$ cat src/rtl/lc_request_assembler.sv
// Lifecycle request assembler: collects host words into transition/auth IDs,
// then issues a one-cycle request, a held auth strobe, and zeroizes on exit.
module lc_request_assembler #(
    parameter int WORD_W    = 32,
    parameter int ID_W      = 256,
    parameter int AUTH_HOLD = 4
) (
    input  logic              clk,
    input  logic              rst,
    input  logic              host_valid,
    output logic              host_ready,
    input  logic [1:0]        host_cmd,
    input  logic [WORD_W-1:0] host_data,
    output logic [ID_W-1:0]   lc_transition_id,
    output logic              lc_transition_request_in,
    output logic [ID_W-1:0]   lc_authentication_id,
    output logic              lc_authentication_valid,
    output logic              busy,
    output logic              err,
    output logic [1:0]        err_code
);
    localparam int NWORDS = ID_W / WORD_W;
    localparam int CNT_W  = $clog2(NWORDS + 1);
    localparam int IDX_W  = (NWORDS > 1) ? $clog2(NWORDS) : 1;
    localparam int HOLD_W = (AUTH_HOLD > 1) ? $clog2(AUTH_HOLD) : 1;
    localparam logic [CNT_W-1:0] FULL = CNT_W'(NWORDS);

    typedef enum logic [2:0] {ST_IDLE, ST_REQ, ST_AUTH, ST_CLEAR, ST_ERR} state_t;

    state_t              state_reg;
    logic [WORD_W-1:0]   tid_words [NWORDS];
    logic [WORD_W-1:0]   auth_words [NWORDS];
    logic [CNT_W-1:0]    tid_cnt_reg, auth_cnt_reg;
    logic [HOLD_W-1:0]   hold_cnt_reg;
    logic [ID_W-1:0]     tid_id_reg, auth_id_reg, tid_flat, auth_flat;
    logic                req_reg, auth_valid_reg, ready_reg, busy_reg, err_reg;
    logic [1:0]          err_code_reg;
    logic                xfer, enter_clear;

    // Word 0 lands in the least significant slice of each ID.
    generate
        for (genvar gi = 0; gi < NWORDS; gi++) begin : g_pack
            assign tid_flat[gi*WORD_W +: WORD_W]  = tid_words[gi];
            assign auth_flat[gi*WORD_W +: WORD_W] = auth_words[gi];
        end
    endgenerate

    assign xfer = host_valid && ready_reg;

    always_comb begin
        enter_clear = 1'b0;
        if (xfer && host_cmd == 2'b11 && (state_reg == ST_IDLE || state_reg == ST_ERR))
            enter_clear = 1'b1;
        if (state_reg == ST_AUTH && hold_cnt_reg == '0)
            enter_clear = 1'b1;
    end

    always_ff @(posedge clk or negedge rst) begin
        if (!rst) begin
            state_reg      <= ST_IDLE;
            tid_cnt_reg    <= '0;
            auth_cnt_reg   <= '0;
            hold_cnt_reg   <= '0;
            tid_id_reg     <= '0;
            auth_id_reg    <= '0;
            req_reg        <= 1'b0;
            auth_valid_reg <= 1'b0;
            ready_reg      <= 1'b1;
            busy_reg       <= 1'b0;
            err_reg        <= 1'b0;
            err_code_reg   <= 2'b00;
            for (int i = 0; i < NWORDS; i++) begin
                tid_words[i]  <= '0;
                auth_words[i] <= '0;
            end
        end else begin
            case (state_reg)
                ST_IDLE: begin
                    if (xfer) begin
                        case (host_cmd)
                            2'b00: begin
                                if (tid_cnt_reg == FULL) begin
                                    state_reg    <= ST_ERR;
                                    err_reg      <= 1'b1;
                                    err_code_reg <= 2'b01;
                                end else begin
                                    tid_words[tid_cnt_reg[IDX_W-1:0]] <= host_data;
                                    tid_cnt_reg <= tid_cnt_reg + CNT_W'(1);
                                end
                            end
                            2'b01: begin
                                if (auth_cnt_reg == FULL) begin
                                    state_reg    <= ST_ERR;
                                    err_reg      <= 1'b1;
                                    err_code_reg <= 2'b01;
                                end else begin
                                    auth_words[auth_cnt_reg[IDX_W-1:0]] <= host_data;
                                    auth_cnt_reg <= auth_cnt_reg + CNT_W'(1);
                                end
                            end
                            2'b10: begin
                                if (tid_cnt_reg == FULL && auth_cnt_reg == FULL) begin
                                    state_reg  <= ST_REQ;
                                    req_reg    <= 1'b1;
                                    tid_id_reg <= tid_flat;
                                    ready_reg  <= 1'b0;
                                    busy_reg   <= 1'b1;
                                end else begin
                                    state_reg    <= ST_ERR;
                                    err_reg      <= 1'b1;
                                    err_code_reg <= 2'b10;
                                end
                            end
                            default: ;
                        endcase
                    end
                end
                ST_REQ: begin
                    state_reg      <= ST_AUTH;
                    req_reg        <= 1'b0;
                    auth_valid_reg <= 1'b1;
                    auth_id_reg    <= auth_flat;
                    hold_cnt_reg   <= HOLD_W'(AUTH_HOLD - 1);
                end
                ST_AUTH: begin
                    if (hold_cnt_reg != '0)
                        hold_cnt_reg <= hold_cnt_reg - HOLD_W'(1);
                end
                ST_CLEAR: begin
                    state_reg <= ST_IDLE;
                    busy_reg  <= 1'b0;
                    ready_reg <= 1'b1;
                end
                ST_ERR: ;
                default: state_reg <= ST_IDLE;
            endcase

            // Shared entry into CLEAR (abort or end of auth): drop outputs and key material.
            if (enter_clear) begin
                state_reg      <= ST_CLEAR;
                ready_reg      <= 1'b0;
                busy_reg       <= 1'b1;
                err_reg        <= 1'b0;
                err_code_reg   <= 2'b00;
                auth_valid_reg <= 1'b0;
                tid_id_reg     <= '0;
                auth_id_reg    <= '0;
                tid_cnt_reg    <= '0;
                auth_cnt_reg   <= '0;
                for (int i = 0; i < NWORDS; i++) begin
                    tid_words[i]  <= '0;
                    auth_words[i] <= '0;
                end
            end
        end
    end

    assign host_ready               = ready_reg;
    assign lc_transition_id         = tid_id_reg;
    assign lc_transition_request_in = req_reg;
    assign lc_authentication_id     = auth_id_reg;
    assign lc_authentication_valid  = auth_valid_reg;
    assign busy                     = busy_reg;
    assign err                      = err_reg;
    assign err_code                 = err_code_reg;
endmodule

$ cat config.mk
export PLATFORM = sky130hd
export DESIGN_NAME = lc_request_assembler
export DESIGN_NICKNAME = d
export VERILOG_FILES = /design/src/rtl/lc_request_assembler.sv
export SDC_FILE = /design/constraint.sdc
export NUM_CORES = 2
export LEC_CHECK = 0
export CAP_MARGIN = 5
export CORE_UTILIZATION = 50
export DETAILED_ROUTE_END_ITERATION = 10
export GPL_TIMING_DRIVEN = 0
export PLACE_DENSITY = 0.76
export SLEW_MARGIN = 15
export SYNTH_ARGS = -nofsm -noshare
export SYNTH_HDL_FRONTEND = slang
export SYNTH_SLANG_ARGS = --single-unit
$ cat constraint.sdc
create_clock -name clk -period 2.6 [get_ports clk]
set_clock_uncertainty 0.05 [all_clocks]
set_input_delay 0.39 -clock clk [delete_from_list [all_inputs] [get_ports clk]]
set_output_delay 0.39 -clock clk [all_outputs]
set_load 0.1 [all_outputs]
==> job_summary.md <==
### Metrics collected by this job

| Metric | Value |
|---|---|
| Met3 GRT Util | 6.64% |
| Pwr top | sequential cells |
| Synthesized netlist net count | 3,905 |
| Met3 routed WL | 10,200 µm |
| Fmax | 0.389 GHz |
| H-tree depth | 3 |
| DIE AREA | 86,700 µm² |
| Via count of the first global-routing pass | 31,300 |
| Logic cell area | 14,200 µm² |
| Status | complete, no violations |
| M1 WL | 56,500 µm |
| WL per Instance | 23.5 µm |
| Slew @ Worst Pin | 1210 ps |
| DR top layer | met5 |
| Height of the die | 294 µm |
| GR peak layer | met2 |
| CP Class | register to primary output |
| Die X | 294 µm |
| Combinational Power Share | 25.2% |
| Crit-path max FO | 2 |
| Most frequent logic cells in the routed design | 1,049 x nand2_1, 1,040 x dfrtp_1, 739 x mux2i_1 |
| CTS tree | built |
| Reg power frac | 41.4% |
| Max Slew Vio Count | 0 |
## repair_timing
action                                  CTS  global route
setup buffers                            12            13
gates resized                           636           112
cloned                                    0             3
endpoints found under the hold margin    68             0
setup endpoints to repair              1453           977
hold buffers                              2             0
pin swaps                                 6             6
## cell usage after synthesis (all sizes together) (2+ instances only)
master,n
nand2,1072
dfrtp,1043
mux2i,741
nand3,293
inv,266
clkbuf,162
buf,123
a21oi,42
o21ai,36
nor2,13
ha,9
o2111ai,9
a21o,3
clkinv,3
nand2b,3
nor3,3
xnor2,3
a22o,2
a22oi,2
a31oi,2
and2,2
and4,2
nand3b,2
nor2b,2
nor4bb,2
o21a,2
o22a,2
or3,2
sizing.png
Scale: 1.5 px per µm.
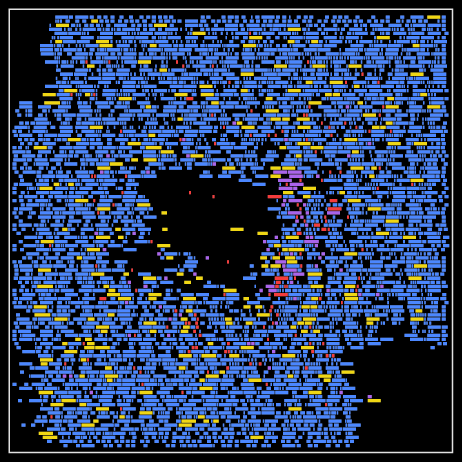
| color | size | cells |
|---|---|---|
| red | x2 | 140 |
| blue | x1 and smaller | 4,189 |
| yellow | x6 and larger | 235 |
| purple | x3 and x4 | 79 |
non-clock buffer count: 876
Area Growth Syn to Fin: 25.9%
Final Instance Area: 53,800 µm²

pinout.png
Scale: 1.5 px per µm. Pins as bars across the die edge, other pins in gray.
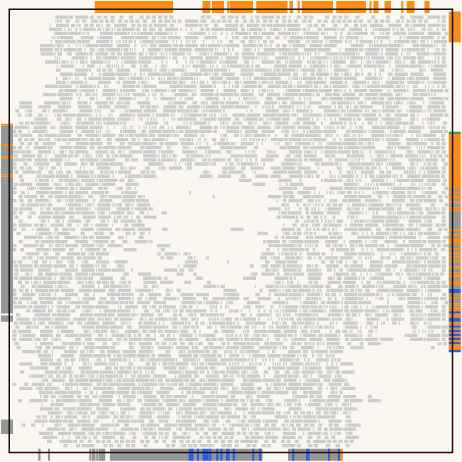
| color | port | pins | direction | edge |
|---|---|---|---|---|
| blue | host_data | 32 | input | 21 bottom, 11 right |
| green | busy | 1 | output | right |
| orange | lc_authentication_id | 256 | output | 171 top, 78 right, 4 left, 3 bottom |
all pins by edge: 171 top, 159 bottom, 123 right, 103 left

gates.png
Scale: 1.5 px per µm.
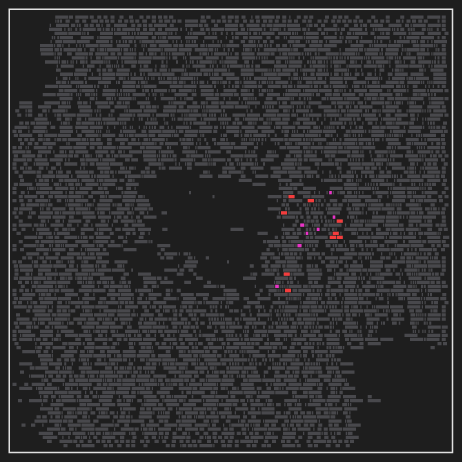
| color | family | cells |
|---|---|---|
| red | fa/ha/maj cells | 9 |
| magenta | and/or cells | 7 |
dominant logic cell type in the layout: nand2_1
post-route insts no fill: 5,791
logic share of the area: 26.4%

placed.png
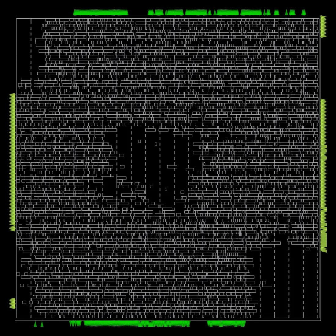
Core Area: 84,100 µm²
final core occ: 64.0%
# Taps: 1,134
# fillers: 6,826
num rows: 106

port_trees.png
Scale: 1 px per µm.
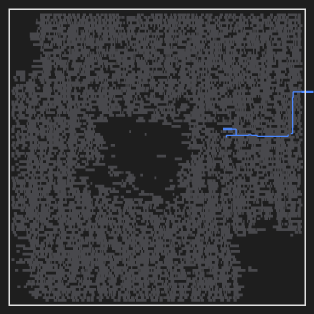
| color | port | direction | end cells | buffers | wire |
|---|---|---|---|---|---|
| blue | busy | output | 1 | 1 | 132 µm |

Power figures rest on the tool's default switching activity, not on a simulated workload.
